<file path="src/rtl/alu_seq_pkg.sv">
// Shared opcode constants, FSM state encoding and latency classes for the ALU op sequencer.
package alu_seq_pkg;

    localparam logic [4:0] OpLoad = 5'b00000;
    localparam logic [4:0] OpAdd  = 5'b00011;
    localparam logic [4:0] OpSub  = 5'b00100;
    localparam logic [4:0] OpAnd  = 5'b00101;
    localparam logic [4:0] OpOr   = 5'b00110;
    localparam logic [4:0] OpShr  = 5'b00111;
    localparam logic [4:0] OpShra = 5'b01000;
    localparam logic [4:0] OpShl  = 5'b01001;
    localparam logic [4:0] OpRor  = 5'b01010;
    localparam logic [4:0] OpRol  = 5'b01011;
    localparam logic [4:0] OpAddi = 5'b01100;
    localparam logic [4:0] OpAndi = 5'b01101;
    localparam logic [4:0] OpMul  = 5'b01110;
    localparam logic [4:0] OpDiv  = 5'b01111;
    localparam logic [4:0] OpNeg  = 5'b10000;
    localparam logic [4:0] OpNot  = 5'b10001;

    typedef enum logic [1:0] {
        StIdle,
        StExec,
        StCapture,
        StDone
    } state_e;

    typedef enum logic [1:0] {
        LatSingle,
        LatMul,
        LatDiv,
        LatIllegal
    } lat_class_e;

    // Legal opcodes are Load plus the contiguous Add..Not block.
    function automatic lat_class_e op_class(input logic [4:0] op);
        lat_class_e cls;
        if (op == OpMul) begin
            cls = LatMul;
        end else if (op == OpDiv) begin
            cls = LatDiv;
        end else if (op == OpLoad || (op >= OpAdd && op <= OpNot)) begin
            cls = LatSingle;
        end else begin
            cls = LatIllegal;
        end
        return cls;
    endfunction

endpackage

</file>
<file path="src/rtl/alu_op_sequencer_if.sv">
// Request, ALU-facing and status signals of the ALU op sequencer.
interface alu_op_sequencer_if;

    logic        start;
    logic [4:0]  op;
    logic        inc_pc;
    logic [31:0] a_in;
    logic [31:0] b_in;
    logic [31:0] z_hi;
    logic [31:0] z_lo;
    logic [31:0] alu_a;
    logic [31:0] alu_b;
    logic [4:0]  alu_ctl;
    logic        alu_incpc;
    logic [31:0] result_hi;
    logic [31:0] result_lo;
    logic        busy;
    logic        done;
    logic        err;

    // Requester/ALU environment side.
    modport master (
        output start, op, inc_pc, a_in, b_in, z_hi, z_lo,
        input  alu_a, alu_b, alu_ctl, alu_incpc, result_hi, result_lo, busy, done, err
    );

    // Sequencer side.
    modport slave (
        input  start, op, inc_pc, a_in, b_in, z_hi, z_lo,
        output alu_a, alu_b, alu_ctl, alu_incpc, result_hi, result_lo, busy, done, err
    );

endinterface

</file>
<file path="src/rtl/alu_op_decode.sv">
// Combinational opcode legality check and EXEC dwell selection.
module alu_op_decode
    import alu_seq_pkg::*;
#(
    parameter int unsigned MUL_CYCLES = 4,
    parameter int unsigned DIV_CYCLES = 8
) (
    input  logic [4:0] op,
    input  logic       inc_pc,
    output logic       legal,
    output logic [3:0] dwell
);

    always_comb begin
        legal = 1'b1;
        dwell = 4'd1;
        // A PC increment ignores the opcode entirely.
        if (!inc_pc) begin
            case (op_class(op))
                LatMul:     dwell = 4'(MUL_CYCLES);
                LatDiv:     dwell = 4'(DIV_CYCLES);
                LatIllegal: legal = 1'b0;
                default:    dwell = 4'd1;
            endcase
        end
    end

endmodule

</file>
<file path="src/rtl/alu_op_sequencer.sv">
// Sequences one ALU operation: latch, dwell in EXEC, capture result, pulse done.
// Optional DIV_ZERO_CHECK_EN rejects Divide by zero with err and zeroed results.
module alu_op_sequencer
    import alu_seq_pkg::*;
#(
    parameter int unsigned MUL_CYCLES = 4,
    parameter int unsigned DIV_CYCLES = 8
) (
    input logic               clock,
    input logic               clear,
    alu_op_sequencer_if.slave bus
);

    state_e      state_q, state_d;
    logic [3:0]  cnt_q, cnt_d;
    logic [4:0]  op_q, op_d;
    logic        incpc_q, incpc_d;
    logic [31:0] a_q, a_d;
    logic [31:0] b_q, b_d;
    logic        fault_q, fault_d;
    logic        zero_res_q, zero_res_d;
    logic [31:0] res_hi_q, res_hi_d;
    logic [31:0] res_lo_q, res_lo_d;

    logic        legal;
    logic [3:0]  dwell;
    logic        div_zero;

    alu_op_decode #(
        .MUL_CYCLES (MUL_CYCLES),
        .DIV_CYCLES (DIV_CYCLES)
    ) u_decode (
        .op     (bus.op),
        .inc_pc (bus.inc_pc),
        .legal  (legal),
        .dwell  (dwell)
    );

`ifdef DIV_ZERO_CHECK_EN
    assign div_zero = !bus.inc_pc && (bus.op == OpDiv) && (bus.b_in == 32'd0);
`else
    assign div_zero = 1'b0;
`endif

    always_ff @(posedge clock) begin
        if (clear) begin
            state_q    <= StIdle;
            cnt_q      <= 4'd0;
            op_q       <= 5'd0;
            incpc_q    <= 1'b0;
            a_q        <= 32'd0;
            b_q        <= 32'd0;
            fault_q    <= 1'b0;
            zero_res_q <= 1'b0;
            res_hi_q   <= 32'd0;
            res_lo_q   <= 32'd0;
        end else begin
            state_q    <= state_d;
            cnt_q      <= cnt_d;
            op_q       <= op_d;
            incpc_q    <= incpc_d;
            a_q        <= a_d;
            b_q        <= b_d;
            fault_q    <= fault_d;
            zero_res_q <= zero_res_d;
            res_hi_q   <= res_hi_d;
            res_lo_q   <= res_lo_d;
        end
    end

    always_comb begin
        state_d    = state_q;
        cnt_d      = cnt_q;
        op_d       = op_q;
        incpc_d    = incpc_q;
        a_d        = a_q;
        b_d        = b_q;
        fault_d    = fault_q;
        zero_res_d = zero_res_q;
        res_hi_d   = res_hi_q;
        res_lo_d   = res_lo_q;

        case (state_q)
            StIdle: begin
                if (bus.start) begin
                    op_d       = bus.op;
                    incpc_d    = bus.inc_pc;
                    a_d        = bus.a_in;
                    b_d        = bus.b_in;
                    fault_d    = !legal || div_zero;
                    zero_res_d = div_zero;
                    cnt_d      = (!legal || div_zero) ? 4'd1 : dwell;
                    state_d    = StExec;
                end
            end
            StExec: begin
                // A rejected request spends its single cycle here with the ALU idle.
                if (fault_q) begin
                    cnt_d   = 4'd0;
                    state_d = StDone;
                    if (zero_res_q) begin
                        res_hi_d = 32'd0;
                        res_lo_d = 32'd0;
                    end
                end else if (cnt_q <= 4'd1) begin
                    cnt_d   = 4'd0;
                    state_d = StCapture;
                end else begin
                    cnt_d = cnt_q - 4'd1;
                end
            end
            StCapture: begin
                res_hi_d = bus.z_hi;
                res_lo_d = bus.z_lo;
                state_d  = StDone;
            end
            StDone: begin
                state_d = StIdle;
            end
            default: begin
                state_d = StIdle;
            end
        endcase
    end

    always_comb begin
        bus.alu_a     = a_q;
        bus.alu_b     = b_q;
        bus.alu_ctl   = 5'd0;
        bus.alu_incpc = 1'b0;
        if (state_q == StExec && !fault_q) begin
            bus.alu_ctl   = op_q;
            bus.alu_incpc = incpc_q;
        end
        bus.result_hi = res_hi_q;
        bus.result_lo = res_lo_q;
        bus.busy      = (state_q != StIdle);
        bus.done      = (state_q == StDone);
        bus.err       = (state_q == StDone) && fault_q;
    end

endmodule

</file>
<file path="src/flat_wrapper.sv">
// flat-port wrapper written by rule: the top's interface ports become plain ports
module alu_op_sequencer_flat import alu_seq_pkg::*;
#(
    parameter int unsigned MUL_CYCLES = 4,
    parameter int unsigned DIV_CYCLES = 8
)
  (clock, clear, bus_start, bus_op, bus_inc_pc, bus_a_in, bus_b_in, bus_z_hi, bus_z_lo, bus_alu_a, bus_alu_b, bus_alu_ctl, bus_alu_incpc, bus_result_hi, bus_result_lo, bus_busy, bus_done, bus_err);
  alu_op_sequencer_if bus_i ();
  input logic clock;
  input logic clear;
  input wire logic [$bits(bus_i.start)-1:0] bus_start;
  input wire logic [$bits(bus_i.op)-1:0] bus_op;
  input wire logic [$bits(bus_i.inc_pc)-1:0] bus_inc_pc;
  input wire logic [$bits(bus_i.a_in)-1:0] bus_a_in;
  input wire logic [$bits(bus_i.b_in)-1:0] bus_b_in;
  input wire logic [$bits(bus_i.z_hi)-1:0] bus_z_hi;
  input wire logic [$bits(bus_i.z_lo)-1:0] bus_z_lo;
  output wire logic [$bits(bus_i.alu_a)-1:0] bus_alu_a;
  output wire logic [$bits(bus_i.alu_b)-1:0] bus_alu_b;
  output wire logic [$bits(bus_i.alu_ctl)-1:0] bus_alu_ctl;
  output wire logic [$bits(bus_i.alu_incpc)-1:0] bus_alu_incpc;
  output wire logic [$bits(bus_i.result_hi)-1:0] bus_result_hi;
  output wire logic [$bits(bus_i.result_lo)-1:0] bus_result_lo;
  output wire logic [$bits(bus_i.busy)-1:0] bus_busy;
  output wire logic [$bits(bus_i.done)-1:0] bus_done;
  output wire logic [$bits(bus_i.err)-1:0] bus_err;
  assign bus_i.start = bus_start;
  assign bus_i.op = bus_op;
  assign bus_i.inc_pc = bus_inc_pc;
  assign bus_i.a_in = bus_a_in;
  assign bus_i.b_in = bus_b_in;
  assign bus_i.z_hi = bus_z_hi;
  assign bus_i.z_lo = bus_z_lo;
  assign bus_alu_a = bus_i.alu_a;
  assign bus_alu_b = bus_i.alu_b;
  assign bus_alu_ctl = bus_i.alu_ctl;
  assign bus_alu_incpc = bus_i.alu_incpc;
  assign bus_result_hi = bus_i.result_hi;
  assign bus_result_lo = bus_i.result_lo;
  assign bus_busy = bus_i.busy;
  assign bus_done = bus_i.done;
  assign bus_err = bus_i.err;
  alu_op_sequencer #(.MUL_CYCLES(MUL_CYCLES), .DIV_CYCLES(DIV_CYCLES)) u_core (.clock(clock), .clear(clear), .bus(bus_i));
endmodule
</file>
<file path="config.mk">
export PLATFORM = sky130hd
export DESIGN_NAME = alu_op_sequencer_flat
export DESIGN_NICKNAME = d
export VERILOG_FILES = /design/src/rtl/alu_seq_pkg.sv /design/src/rtl/alu_op_sequencer_if.sv /design/src/rtl/alu_op_decode.sv /design/src/rtl/alu_op_sequencer.sv /design/src/flat_wrapper.sv
export SDC_FILE = /design/constraint.sdc
export NUM_CORES = 1
export LEC_CHECK = 0
export CORE_MARGIN = 2
export CORE_UTILIZATION = 30
export CTS_CLUSTER_SIZE = 8
export DETAILED_ROUTE_END_ITERATION = 10
export PLACE_DENSITY = 0.62
export SLEW_MARGIN = 0
export SYNTH_ARGS = -nofsm -noshare
export SYNTH_HDL_FRONTEND = slang
export SYNTH_SLANG_ARGS = --single-unit
</file>
<file path="constraint.sdc">
create_clock -name clock -period 3.2 [get_ports clock]
set_clock_uncertainty 0.15 [all_clocks]
set_input_delay 0.64 -clock clock [delete_from_list [all_inputs] [get_ports clock]]
set_output_delay 0.64 -clock clock [all_outputs]
set_load 0.005 [all_outputs]
</file>
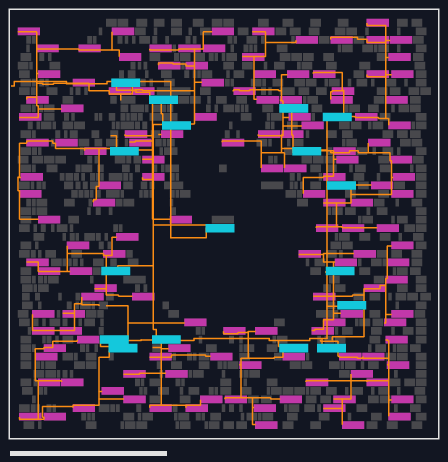
*Clock network drawn from the DEF, run 1*
Bar = 50 µm.
flip-flops: shown in magenta, count 141. cells driving clock nets: shown in cyan, count 17. clock wires: shown in orange, length 1920 µm.
Position of the flops: spread over the die. There are 18 routed clock nets.

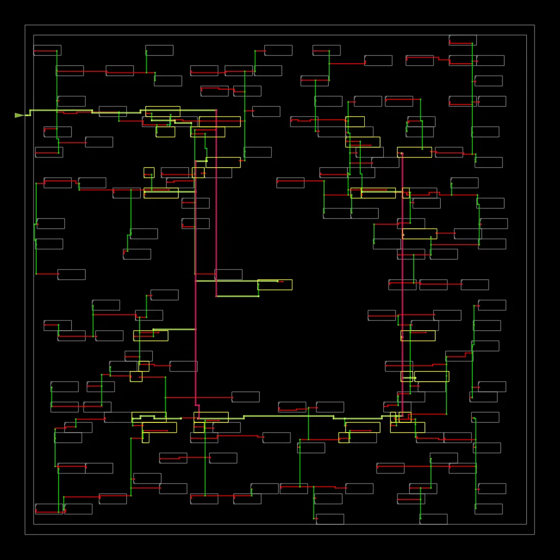
*The clock network, run 1*
Sink Count: 141
clock buffer count in the final layout: 20

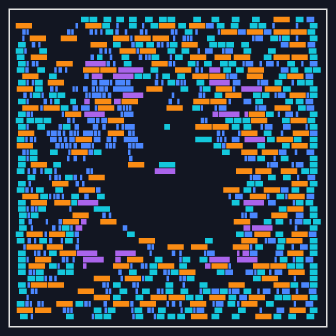
*Cell classes on the final placement, run 1*
clock drivers and dummy loads: shown in purple, cells 32, share of their area 6.7%. other buffers and delay cells: shown in cyan, cells 281, share of their area 33%. flip-flops: shown in orange, cells 141, share of their area 33%. all other logic: shown in blue, cells 416, share of their area 27%.

==> flow.log, run 1 <==
[metrics] run summary
[metrics] DRC viols: 0
[metrics] synthesized netlist cell count: just under 600
[metrics] Max stage delay cell, worst path: sky130_fd_sc_hd__clkdlybuf4s50_1
[metrics] number of primary I/O pins: between 200 and 300
[metrics] shortest period the worst path allows: approximately 2.9 ns
[metrics] deepest clock path buffer count: 2
[metrics] starting DRC count in detailed routing: about 200
[metrics] insertion delay at the late pin of the worst-skew pair: around 0.42 ns
[metrics] Final HPWL DP: ~11000 µm
[metrics] mean number of vias per cell: about 4.4
[metrics] f_max: about 350 MHz
[metrics] number of buffers created by CTS: 17
[metrics] worst hold slack: about 0.30 ns
[metrics] Max-cap violations: 0
[metrics] relative slew slack: 52.8%
[metrics] most frequently used flop master after synthesis: sky130_fd_sc_hd__dfxtp_1
[metrics] share of cells above drive strength 1: about 5.3%
[metrics] total setup violations reported at the end of the flow: 0
[metrics] CTS root buffer: sky130_fd_sc_hd__clkbuf_16
[metrics] area added between synthesis and finish: 67.6%
[metrics] number of cells in the yosys synthesis report: ~600
[metrics] post-route antenna net violation count: 0
[metrics] buffer and inverter count on the worst path: 2
[metrics] CP startpoint kind: flip-flop
[metrics] Post CTS Setup Buffer Count: 0
[metrics] kind of critical path: reg -> out
[metrics] critical register-to-register path endpoint: u_core.bus.alu_b[5]
[metrics] worst setup slack for register-to-register paths: ~1.2 ns
[metrics] Initial Util: 30.4%
[metrics] CP Capture Type: output pin
[metrics] cell family with most CP delay: buffers and inverters
[metrics] Worst Reg2Reg Path Length in Cells: 6
[metrics] top routing layer in use: met4
[metrics] Chip Height: 136 µm
[metrics] Post-synth seq share: between 50% and 60%
[metrics] Power Dens Cells: roughly 740 mW/mm²
[metrics] cts-stage hold buffer count: 0
[metrics] vias after detailed routing: between 4000 and 5000
[metrics] largest net degree at the start of global routing: roughly 61
[metrics] wire length per cell after detailed routing: between 10 and 15 µm
[metrics] origin of the critical flop-to-flop path: u_core.state_q[1]
[metrics] total routed wirelength: roughly 15000 µm
[metrics] startpoint of the tightest hold check path: u_core.op_q[1]
[metrics] antenna cells: 0
[metrics] wire length on met3: 1680 µm
[metrics] Synth Register Bits: approximately 140
[metrics] async set-or-reset flop fraction in the synthesized netlist: 0%
[metrics] routed metal-1 wire length: 6820 µm
[metrics] htree depth: 4
[metrics] Data arrival, critical path: 2.06 ns
[metrics] static leakage: between 3 and 4 nW
[metrics] port bufs: 273
[metrics] clock edge transition at the registers on the reported setup and hold paths: 0.06 ns
[metrics] Worst Hold Class: reg -> reg
[metrics] Design Power: 0.00646 W
[metrics] number of cells on the worst hold path: 2
[metrics] sum of met2 wire segment lengths after detailed routing: roughly 6700 µm
[metrics] die extent in x: roughly 140 µm
[metrics] 1st-pass router iterations: 4
[metrics] post-cts resize count: 0
[metrics] area of the core region: about 0.017 mm²
[metrics] Final TNS setup: 0 ns
[metrics] Max VDD drop: about 370 µV
[metrics] series of cell instances along the critical path: inv_1, ha_1, and2b_4, and2_1, clkdlybuf4s50_1
[metrics] CP max stage delay: ~0.47 ns
[metrics] Dominant cell area share: between 50% and 60%
[metrics] distinct cell type count after synthesis: 29
[metrics] terminating pin of the worst hold path: u_core.op_q[1]
[metrics] number of enable flip-flop cells: 0
[metrics] CP Data Required Time: roughly 2.4 ns
[metrics] Final GP Congestion: 0.721
[metrics] site row count: around 48
[metrics] Worst Setup Slack post-DPL: ~0.17 ns
[metrics] Remaining Overflow, GRT: 0
[metrics] Layout Nets: 1002
[metrics] final hold violation count: 0
[metrics] Crit Path Max Fanout: 8
[metrics] number of antenna violations at the first check in global routing: 0
[metrics] highest-count logic cell in the final layout: sky130_fd_sc_hd__clkdlybuf4s50_1
[metrics] syn_area_per_cell: 8.78 µm²
[metrics] status: finished clean
[metrics] RSZ-0062 raised after global routing: false
[metrics] combined area of all synthesized cells: around 0.0052 mm²
[metrics] fin worst setup slack: about 0.35 ns
[metrics] warning count from the yosys run: 0
[metrics] Net Count, Synth: approximately 740
[metrics] clock tree from TritonCTS: built
[metrics] share of the clock period used by the worst path: between 80% and 90%
[metrics] vias in the first global route: around 4500
[metrics] highest-count cells in the layout ignoring fill and taps: sky130_fd_sc_hd__clkdlybuf4s50_1 (272), sky130_fd_sc_hd__nand2_1 (146), sky130_fd_sc_hd__dfxtp_1 (141), sky130_fd_sc_hd__a21oi_1 (78), sky130_fd_sc_hd__nor2_1 (73)
[metrics] cell type contributing the most total cell area after synthesis: sky130_fd_sc_hd__dfxtp_1
[metrics] number of pins with negative max-slew slack in the final report: 0
[metrics] count of placed standard cells including taps: 1063
[metrics] number of OpenROAD warnings: 31
[metrics] gr usage total: 16.4%
[metrics] die area: 0.0185 mm²
[metrics] transition at the pin with the smallest max-transition slack: slightly above 0.7 ns
[metrics] non-filler instance count after layout: about 1100
[metrics] area figure in the yosys stat output: 0.00523 mm²
[metrics] top area cells in the synthesized netlist: sky130_fd_sc_hd__dfxtp_1 (54%), sky130_fd_sc_hd__mux2i_1 (12%), sky130_fd_sc_hd__nand2_1 (11%)
[metrics] global-route wire length before repair: between 20000 and 25000 µm
==> run 1: routing by layer <==
layer / global-route usage (%) / vias up
li1: - / 2471
met1: 20.1 / 2163
met2: 25.4 / 193
met3: 7.53 / 15
met4: 5.61 / 0
met5: 0 / -
==> run 1: worst reg2reg max path, stage by stage (launching register included) <==
cell and delay [ns]:
sky130_fd_sc_hd__dfxtp_1 0.44, sky130_fd_sc_hd__inv_1 0.10, sky130_fd_sc_hd__ha_1 0.27, sky130_fd_sc_hd__nand2_2 0.49, sky130_fd_sc_hd__buf_12 0.28, sky130_fd_sc_hd__nand2_1 0.09, sky130_fd_sc_hd__a21oi_1 0.14
==> run 1: power breakdown <==
group	switching (W)	total [W]	leakage [nW]	internal, W
Combinational	0.00102	0.00225	1.77	0.00123
Sequential	0.000191	0.00231	1.15	0.00212
Clock	0.000783	0.00190	0.265	0.00111
==> run 1: area by class of cell <==
cell class	count	area [µm²]
Clock buffer	20	457
Clock inverter	12	113
Fill cell	1683	8420
Inverter	8	30.0
Multi-Input combinational cell	408	2230
Sequential cell	141	2820
Tap cell	225	282
Timing Repair Buffer	281	2830
==> run 1: logic make-up after synthesis <==
| kind of cell | share of synthesized area, % |
|---|---|
| AND/OR/NAND/NOR | 18.4 |
| multiplexers | 12.7 |
| adder cells (fa/ha/maj) | 1.92 |
| AND-OR/OR-AND | 9.15 |
| flip-flops | 54.0 |
| XOR/XNOR | 0.168 |
| buffers and inverters | 3.64 |
==> run 1: state kept, by name, indices dropped and copies added (netlist names) <==
name	cells
u_core.incpc_q	1
u_core.fault_q	1
u_core.bus.alu_a	32
u_core.bus.result_hi	32
u_core.op_q	5
u_core.bus.result_lo	32
u_core.bus.alu_b	32
u_core.cnt_q	4
u_core.state_q	2
==> run 1: stage by stage <==
| step | util (%) | area, µm² |
|---|---|---|
| finish | 51.0 | 8760 |
| global route | 51.0 | 8760 |
| CTS | 51.0 | 8760 |
| detailed placement | 47.7 | 8190 |
| global placement | 47.7 | 8190 |
| floorplan | - | 5230 |
==> run 1: Yosys cell counts, drive strengths merged, types with 2 or more instances <==
cell    count
dfxtp     141
inv         8
a21oi      78
clkbuf     23
nor3        4
or3         2
nor2       73
buf        15
mux2i      65
nand3       2
nand2     147
ha          8
and2        8
o21ai       8
==> run 1: worst max path at each step <==
stage	from	end	slack, ns	cells past startpoint
2_1_floorplan	bus_op[1]	u_core.cnt_q[3]	0.88	7
3_3_place_gp	bus_op[1]	u_core.cnt_q[3]	0.22	8
3_5_place_dp	bus_op[1]	u_core.cnt_q[3]	0.17	10
4_1_cts	u_core.state_q[1]	bus_alu_ctl[2]	0.30	5
5_1_grt	u_core.state_q[1]	bus_alu_ctl[0]	0.20	5
6_report	u_core.state_q[1]	bus_alu_ctl[2]	0.35	5
## Run 2: what changed since run 1
CORE_MARGIN = 5   (was 2)
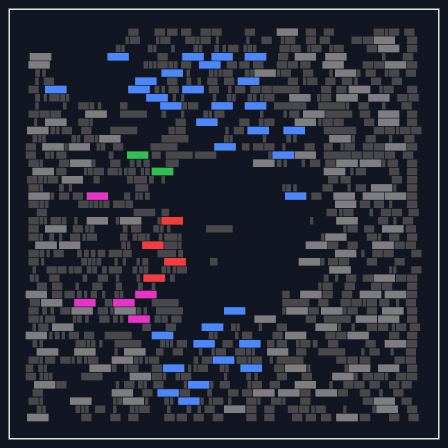
*Where the registers sit, run 2*
Other sequential cells in the stronger gray, the rest of the logic in the fainter gray.
`u_core.state_q`: shown in green, sequential cells 2. `u_core.op_q`: shown in magenta, sequential cells 5. `u_core.bus.alu_a`: shown in blue, sequential cells 32. `u_core.cnt_q`: shown in red, sequential cells 4.
Another 98 sequential cells are not colored.

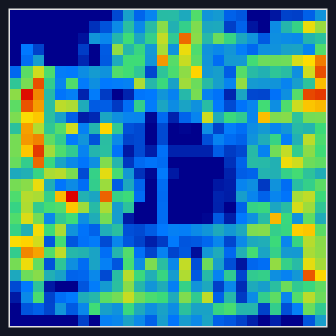
*Routed metal per tile, run 2*
The die is cut into 28 by 28 equal tiles; dark blue is low, red is high, scaled to the fullest tile. Values are wire area over tile area, all layers added.
12% of the tiles are nearly empty. The emptiest ninth of the die: center. 24% of the tiles are over half the peak. The mean over all tiles is 0.13. The densest ninth of the die: middle left. The fullest tile reaches 0.39.

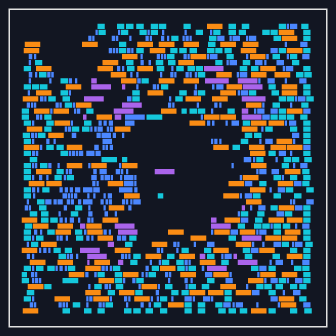
*Cell classes on the final placement, run 2*
all other logic: shown in blue, cells 416, share of their area 27%. other buffers and delay cells: shown in cyan, cells 279, share of their area 33%. clock drivers and dummy loads: shown in purple, cells 32, share of their area 6.8%. flip-flops: shown in orange, cells 141, share of their area 33%.

==> run 2 against run 1 <==
- total power rose by 0.15%
- design area fell by 0.13%
- core utilization fell by 0.066 points
- highest routed layer unchanged
- die size rose by 9.0%
- count of clock-buffer cells in the layout fell by 2
- synthesized cell count did not move
- sequential cell count did not move
- clock power barely moved
- combinational power barely moved
- largest power group unchanged
- fmax rose by 0.61%
- first-iteration DRC count fell by 6.4%
==> flow.log, run 2 <==
[metrics] run summary
[metrics] shortest period the worst path allows: 2.83 ns (-0.0173 ns)
[metrics] Post-synth seq share: 54.0% (unchanged)
[metrics] Power Dens Cells: 740 mW/mm² (+0.28%)
[metrics] relative slew slack: 64.2% (+11 points)
[metrics] post-route antenna net violation count: 0 (unchanged)
[metrics] gr usage total: 15.4% (-0.97 points)
[metrics] critical register-to-register path endpoint: u_core.cnt_q[3]
[metrics] syn_area_per_cell: 8.78 µm² (unchanged)
[metrics] number of buffers created by CTS: 17 (unchanged)
[metrics] area of the core region: 0.0172 mm² (unchanged)
[metrics] total setup violations reported at the end of the flow: 0 (unchanged)
[metrics] global-route wire length before repair: 24900 µm (+5.2%)
[metrics] share of cells above drive strength 1: 5.07% (-0.22 points)
[metrics] deepest clock path buffer count: 2 (unchanged)
[metrics] clock edge transition at the registers on the reported setup and hold paths: 0.06 ns (about the same)
[metrics] status: finished clean
[metrics] distinct cell type count after synthesis: 29 (unchanged)
[metrics] post-cts resize count: 0 (unchanged)
[metrics] cell type contributing the most total cell area after synthesis: sky130_fd_sc_hd__dfxtp_1
[metrics] total routed wirelength: 16300 µm (+5.8%)
[metrics] Net Count, Synth: 740 (unchanged)
[metrics] count leader, synth: sky130_fd_sc_hd__nand2_1
[metrics] Sink Count: 141 (unchanged)
[metrics] Switching Fraction: 30.7% (-0.094 points)
[metrics] number of enable flip-flop cells: 0 (unchanged)
[metrics] number of antenna violations at the first check in global routing: 0 (unchanged)
[metrics] starting DRC count in detailed routing: 191 (-6.4%)
[metrics] Final HPWL DP: 11600 µm (+7.9%)
[metrics] htree depth: 4 (unchanged)
[metrics] async set-or-reset flop fraction in the synthesized netlist: 0% (unchanged)
[metrics] port bufs: 273 (unchanged)
[metrics] transition at the pin with the smallest max-transition slack: 0.536 ns (-0.172 ns)
[metrics] Data arrival, critical path: 2.04 ns (-0.02 ns)
[metrics] share of power burned in registers: 35.8% (about the same)
[metrics] origin of the critical flop-to-flop path: u_core.state_q[0]
[metrics] area figure in the yosys stat output: 0.00523 mm² (unchanged)
[metrics] Initial Util: 30.4% (unchanged)
[metrics] vias after detailed routing: 4848 (+0.12%)
[metrics] f_max: 353 MHz (+0.61%)
[metrics] static leakage: 3.18 nW (-0.26%)
[metrics] CP Data Required Time: 2.41 ns (about the same)
[metrics] top area cells in the synthesized netlist: sky130_fd_sc_hd__dfxtp_1 (54%), sky130_fd_sc_hd__mux2i_1 (12%), sky130_fd_sc_hd__nand2_1 (11%)
[metrics] mean number of vias per cell: 4.44 (+0.31%)
[metrics] Final GP Congestion: 0.722 (about the same)
[metrics] P_sw: 0.00199 W (-0.15%)
[metrics] number of primary I/O pins: 274 (unchanged)
[metrics] combined area of all synthesized cells: 0.00523 mm² (unchanged)
[metrics] portion of total power attributed to the clock network: 29.6% (+0.2 points)
[metrics] antenna cells: 0 (unchanged)
[metrics] CTS root buffer: sky130_fd_sc_hd__clkbuf_16
[metrics] kind of critical path: reg -> out
[metrics] Remaining Overflow, GRT: 0 (unchanged)
[metrics] Max VDD drop: 366 µV (-0.28%)
[metrics] most used standard cells in the synthesized netlist: sky130_fd_sc_hd__nand2_1 (147), sky130_fd_sc_hd__dfxtp_1 (141), sky130_fd_sc_hd__a21oi_1 (78)
[metrics] terminating pin of the worst hold path: u_core.op_q[1]
[metrics] worst setup slack for register-to-register paths: 1.27 ns (+0.11 ns)
[metrics] number of cells on the worst hold path: 2 (unchanged)
[metrics] highest-count cells in the layout ignoring fill and taps: sky130_fd_sc_hd__clkdlybuf4s50_1 (272), sky130_fd_sc_hd__nand2_1 (146), sky130_fd_sc_hd__dfxtp_1 (141), sky130_fd_sc_hd__a21oi_1 (78), sky130_fd_sc_hd__nor2_1 (73)
[metrics] 1st-pass router iterations: 4 (unchanged)
[metrics] startpoint of the tightest hold check path: u_core.op_q[1]
[metrics] count of filler cells inserted in the layout: 1689 (+0.36%)
[metrics] largest net degree at the start of global routing: 71 (+16%)
[metrics] clock tree from TritonCTS: built
[metrics] Dominant cell area share: 54.0% (unchanged)
[metrics] cts-stage hold buffer count: 0 (unchanged)
[metrics] die area: 0.0202 mm² (+9.0%)
[metrics] wire length per cell after detailed routing: 14.9 µm (+6.0%)
[metrics] insertion delay at the late pin of the worst-skew pair: 0.40 ns (-0.02 ns)
[metrics] number of OpenROAD warnings: 31 (unchanged)
[metrics] vias in the first global route: 4635 (+3.4%)
[metrics] Chip Height: 142 µm (+4.4%)
==> run 2: power groups by stage <==
| stage | Combinational [W] | Sequential, W | Clock [W] |
|---|---|---|---|
| after floorplan | 0.00111 | 0.00237 | 0 |
| after global placement | 0.00227 | 0.00234 | 0 |
| after detailed placement | 0.00227 | 0.00236 | 0 |
| after CTS | 0.00228 | 0.00232 | 0.00198 |
| after global routing | 0.00246 | 0.00237 | 0.00206 |
| final | 0.00224 | 0.00232 | 0.00192 |
==> run 2: kinds of logic (layout without fill, tap and decap cells) <==
| group | after synthesis | in the layout | synth area share (%) |
|---|---|---|---|
| AND-OR/OR-AND | 91 | 91 | 9.15 |
| XOR/XNOR | 1 | 1 | 0.168 |
| adder cells (fa/ha/maj) | 8 | 8 | 1.92 |
| buffers and inverters | 46 | 319 | 3.64 |
| flip-flops | 141 | 141 | 54.0 |
| multiplexers | 66 | 66 | 12.7 |
| AND/OR/NAND/NOR | 242 | 242 | 18.4 |
==> run 2: cell type report <==
class	count	area [µm²]	area share, %
Sequential cell	141	2820	32.3
Timing Repair Buffer	279	2810	32.2
Multi-Input combinational cell	408	2230	25.5
Clock buffer	18	429	4.91
Tap cell	225	282	3.22
Clock inverter	14	144	1.64
Inverter	8	30.0	0.343
==> run 2: worst max-delay path by stage <==
stage,startpoint,endpoint,slack (ns),depth (start not counted)
floorplan,bus_op[1],u_core.cnt_q[3],0.88,7
global placement,bus_op[2],u_core.cnt_q[3],0.25,8
detailed placement,bus_op[2],u_core.cnt_q[3],0.14,8
CTS,u_core.state_q[1],bus_alu_ctl[2],0.33,5
global route,u_core.state_q[1],bus_alu_ctl[3],0.25,5
finish,u_core.state_q[1],bus_alu_ctl[2],0.37,5
==> run 2: routing by layer <==
layer / up-vias / share of wire, % / track usage [%]
li1: 2470 / - / -
met2: 197 / 44 / 24.3
met1: 2169 / 44 / 19.2
met4: 0 / 1.0 / 3.89
met3: 12 / 11 / 7.36
met5: - / 0 / 0
==> run 2: worst max-delay path: stages (launching register included) <==
cell	delay (ns)
sky130_fd_sc_hd__dfxtp_1	0.36
sky130_fd_sc_hd__inv_1	0.10
sky130_fd_sc_hd__ha_1	0.26
sky130_fd_sc_hd__and2b_4	0.24
sky130_fd_sc_hd__and2_1	0.14
sky130_fd_sc_hd__clkdlybuf4s50_1	0.53
==> run 2: per-stage QoR <==
stage               hold slack, ns  util, %  instance area, µm²  instances  setup WS, ns
floorplan                    0.282        -                5230        595         0.880
global placement             0.290     47.6                8180       1061         0.245
detailed placement           0.294     47.6                8180       1061         0.144
CTS                          0.302     50.9                8750       1093         0.326
global route                 0.317     50.9                8750       1093         0.250
finish                       0.298     50.9                8750       1093         0.367
## Run 3: what changed since run 2
ABC_AREA = 0   (was unset)
SETUP_SLACK_MARGIN = 0.5   (was unset)
SLEW_MARGIN = unset   (was 0)
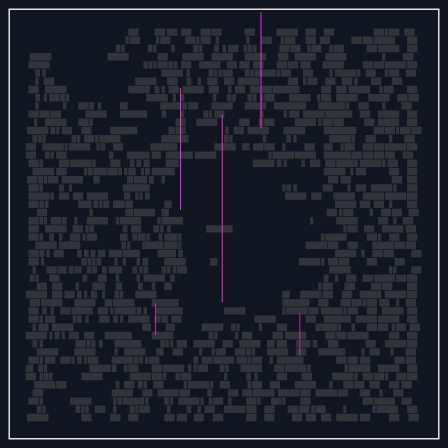
*Signal wires on met4, run 3*
Cells faint in the background.
The longest straight run is 61.9 µm. The layer holds 1.0% of the routed length. The layer carries 164 µm of wire. 3 nets have wire on it. The wires run mostly vertical.

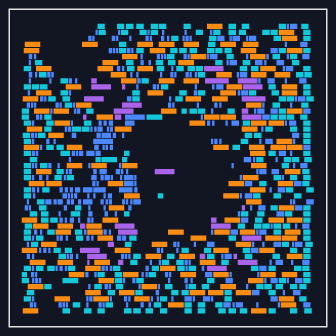
*Cell classes on the final placement, run 3*
flip-flops: shown in orange, cells 141, share of their area 33%. other buffers and delay cells: shown in cyan, cells 282, share of their area 33%. clock drivers and dummy loads: shown in purple, cells 32, share of their area 6.7%. all other logic: shown in blue, cells 416, share of their area 27%.

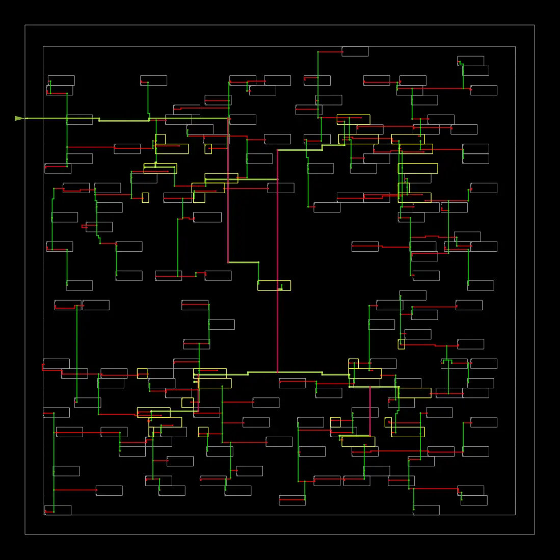
*The clock network, run 3*
number of buffers created by CTS: 17
insertion delay at the late pin of the worst-skew pair: 0.40 ns

==> run 3 against run 2 <==
- fmax increased by 8.4%
- first-iteration DRC count shrank 4.2%
- wire length increased by 0.42%
- register-to-register slack is essentially flat
==> flow.log, run 3 <==
[metrics] run summary
[metrics] static leakage: 3.26 nW (+2.7%)
[metrics] CTS root buffer: sky130_fd_sc_hd__clkbuf_16
[metrics] non-filler instance count after layout: 1096 (+0.27%)
[metrics] Max VDD drop: 366 µV (about the same)
[metrics] gr usage total: 15.5% (+0.092 points)
[metrics] share of cells above drive strength 1: 5.97% (+0.90 points)
[metrics] count leader, synth: sky130_fd_sc_hd__nand2_1
[metrics] starting DRC count in detailed routing: 183 (-4.2%)
[metrics] total setup violations reported at the end of the flow: 0 (unchanged)
[metrics] most used standard cells in the synthesized netlist: sky130_fd_sc_hd__nand2_1 (147), sky130_fd_sc_hd__dfxtp_1 (141), sky130_fd_sc_hd__a21oi_1 (78)
[metrics] deepest clock path buffer count: 2 (unchanged)
[metrics] area figure in the yosys stat output: 0.00523 mm² (unchanged)
[metrics] Remaining Overflow, GRT: 0 (unchanged)
[metrics] buffer and inverter count on the worst path: 2 (unchanged)
[metrics] port bufs: 273 (unchanged)
[metrics] CP Data Required Time: 2.41 ns (about the same)
[metrics] total routed wirelength: 16300 µm (+0.42%)
[metrics] P_sw: 0.00200 W (+0.81%)
[metrics] crit path from: u_core.state_q[1]
[metrics] worst hold slack: 0.299 ns (+0.000589 ns)
[metrics] number of antenna violations at the first check in global routing: 0 (unchanged)
[metrics] global-route wire length before repair: 25000 µm (+0.55%)
[metrics] number of enable flip-flop cells: 0 (unchanged)
[metrics] relative slew slack: 64.3% (about the same)
[metrics] count of filler cells inserted in the layout: 1687 (-0.12%)
[metrics] f_max: 382 MHz (+8.4%)
[metrics] Data arrival, critical path: 1.82 ns (-0.22 ns)
[metrics] final hold violation count: 0
[metrics] transition at the pin with the smallest max-transition slack: 0.536 ns (-0.000772 ns)
[metrics] series of cell instances along the critical path: inv_2, ha_4, and2b_4, and2_1, clkdlybuf4s50_1
[metrics] CP max stage delay: 0.46 ns (-0.07 ns)
[metrics] wire length per cell after detailed routing: 14.9 µm (+0.14%)
[metrics] number of OpenROAD warnings: 31 (unchanged)
[metrics] clock edge transition at the registers on the reported setup and hold paths: 0.06 ns (about the same)
[metrics] Initial Util: 30.4% (unchanged)
[metrics] cell type contributing the most total cell area after synthesis: sky130_fd_sc_hd__dfxtp_1
[metrics] 1st-pass router iterations: 4 (unchanged)
[metrics] highest-count cells in the layout ignoring fill and taps: sky130_fd_sc_hd__clkdlybuf4s50_1 (267), sky130_fd_sc_hd__nand2_1 (146), sky130_fd_sc_hd__dfxtp_1 (139), sky130_fd_sc_hd__a21oi_1 (78), sky130_fd_sc_hd__nor2_1 (73)
[metrics] Sink Count: 141 (unchanged)
[metrics] final design utilization: 51.2% (+0.29 points)
[metrics] Final HPWL DP: 11600 µm (unchanged)
[metrics] post-route antenna net violation count: 0 (unchanged)
[metrics] mean number of vias per cell: 4.42 (-0.31%)
[metrics] vias after detailed routing: 4846 (-0.041%)
[metrics] Power Dens Cells: 741 mW/mm² (+0.14%)
[metrics] count of placed standard cells including taps: 1061 (unchanged)
[metrics] startpoint of the tightest hold check path: u_core.op_q[1]
[metrics] kind of critical path: reg -> out
[metrics] Max stage delay cell, worst path: sky130_fd_sc_hd__clkdlybuf4s50_1
[metrics] origin of the critical flop-to-flop path: u_core.state_q[1]
[metrics] area of the core region: 0.0172 mm² (unchanged)
[metrics] cell family with most CP delay: buffers and inverters
[metrics] syn_area_per_cell: 8.78 µm² (unchanged)
[metrics] number of cells on the worst hold path: 2 (unchanged)
[metrics] Chip Height: 142 µm (unchanged)
[metrics] largest net degree at the start of global routing: 71 (unchanged)
[metrics] htree depth: 4 (unchanged)
[metrics] cts-stage hold buffer count: 0 (unchanged)
[metrics] status: finished clean
[metrics] portion of total power attributed to the clock network: 29.5% (about the same)
[metrics] distinct cell type count after synthesis: 29 (unchanged)
[metrics] combined area of all synthesized cells: 0.00523 mm² (unchanged)
[metrics] clock tree from TritonCTS: built
[metrics] shortest period the worst path allows: 2.61 ns (-0.219 ns)
[metrics] Net Count, Synth: 740 (unchanged)
[metrics] antenna cells: 0 (unchanged)
[metrics] share of power burned in registers: 35.6% (-0.2 points)
[metrics] async set-or-reset flop fraction in the synthesized netlist: 0% (unchanged)
[metrics] Layout Nets: 1003
[metrics] die area: 0.0202 mm² (unchanged)
[metrics] top area cells in the synthesized netlist: sky130_fd_sc_hd__dfxtp_1 (54%), sky130_fd_sc_hd__mux2i_1 (12%), sky130_fd_sc_hd__nand2_1 (11%)
[metrics] Crit path depth: 5 (unchanged)
-- run 3: timing repair --
item,in CTS,in global routing
pin swaps,0,0
buffers inserted,2,1
hold endpoints to repair,0,0
gates resized,7,4
gates cloned,0,0
endpoints found under the setup margin,6,5
-- run 3: per-stage QoR --
step	cell area (µm²)	setup WS, ns
3_3_place_gp	8180	0.245
3_5_place_dp	8180	0.144
4_1_cts	8780	0.522
6_report	8800	0.585
2_1_floorplan	5230	0.880
5_1_grt	8800	0.509
-- run 3: power groups by stage --
stage / logic [W] / registers, W / clock network [W]
2_1_floorplan: 0.00111 / 0.00237 / 0
3_3_place_gp: 0.00227 / 0.00234 / 0
4_1_cts: 0.00231 / 0.00233 / 0.00198
6_report: 0.00228 / 0.00232 / 0.00192
5_1_grt: 0.00251 / 0.00238 / 0.00206
3_5_place_dp: 0.00227 / 0.00236 / 0
-- run 3: worst paths after layout --
path | end | slack (ns)
setup / recovery | bus_alu_ctl[0] | 0.59
hold / removal | u_core.op_q[1] | 0.30
setup reg to reg | u_core.state_q[0] | 1.27
hold reg to reg | u_core.op_q[1] | 0.30
-- run 3: worst min-delay path, delay by kind of cell (launching register included) --
kind	cells	cell delay (ns)
simple gates	1	0.05
flops	1	0.30
compound gates	1	0.05
-- run 3: logic make-up after synthesis --
kind of cell    count (synthesis)  synth area share (%)
compound gates                 91                  9.15
xor+xnor                        1                 0.168
flops                         141                  54.0
simple gates                  242                  18.4
mux                            66                  12.7
buf+inv                        46                  3.64
fa+ha+maj                       8                  1.92
-- run 3: per-layer routing --
| metal | GRT usage (%) | up-vias | routed length (µm) |
|---|---|---|---|
| met5 | 0 | - | 0 |
| met4 | 3.89 | 0 | 163 |
| met3 | 7.36 | 13 | 1720 |
| met2 | 24.5 | 191 | 7290 |
| met1 | 19.2 | 2166 | 7170 |
| li1 | - | 2476 | - |
-- run 3: area by class of cell --
cell class,count,area [µm²],share of cell area [%]
Sequential cell,141,2830,32.1
Timing Repair Buffer,282,2840,32.3
Tap cell,225,282,3.20
Clock inverter,14,144,1.64
Clock buffer,18,429,4.88
Multi-Input combinational cell,408,2250,25.6
Inverter,8,30.0,0.341
No activity file was given, so power comes from the tool's default toggle rates.
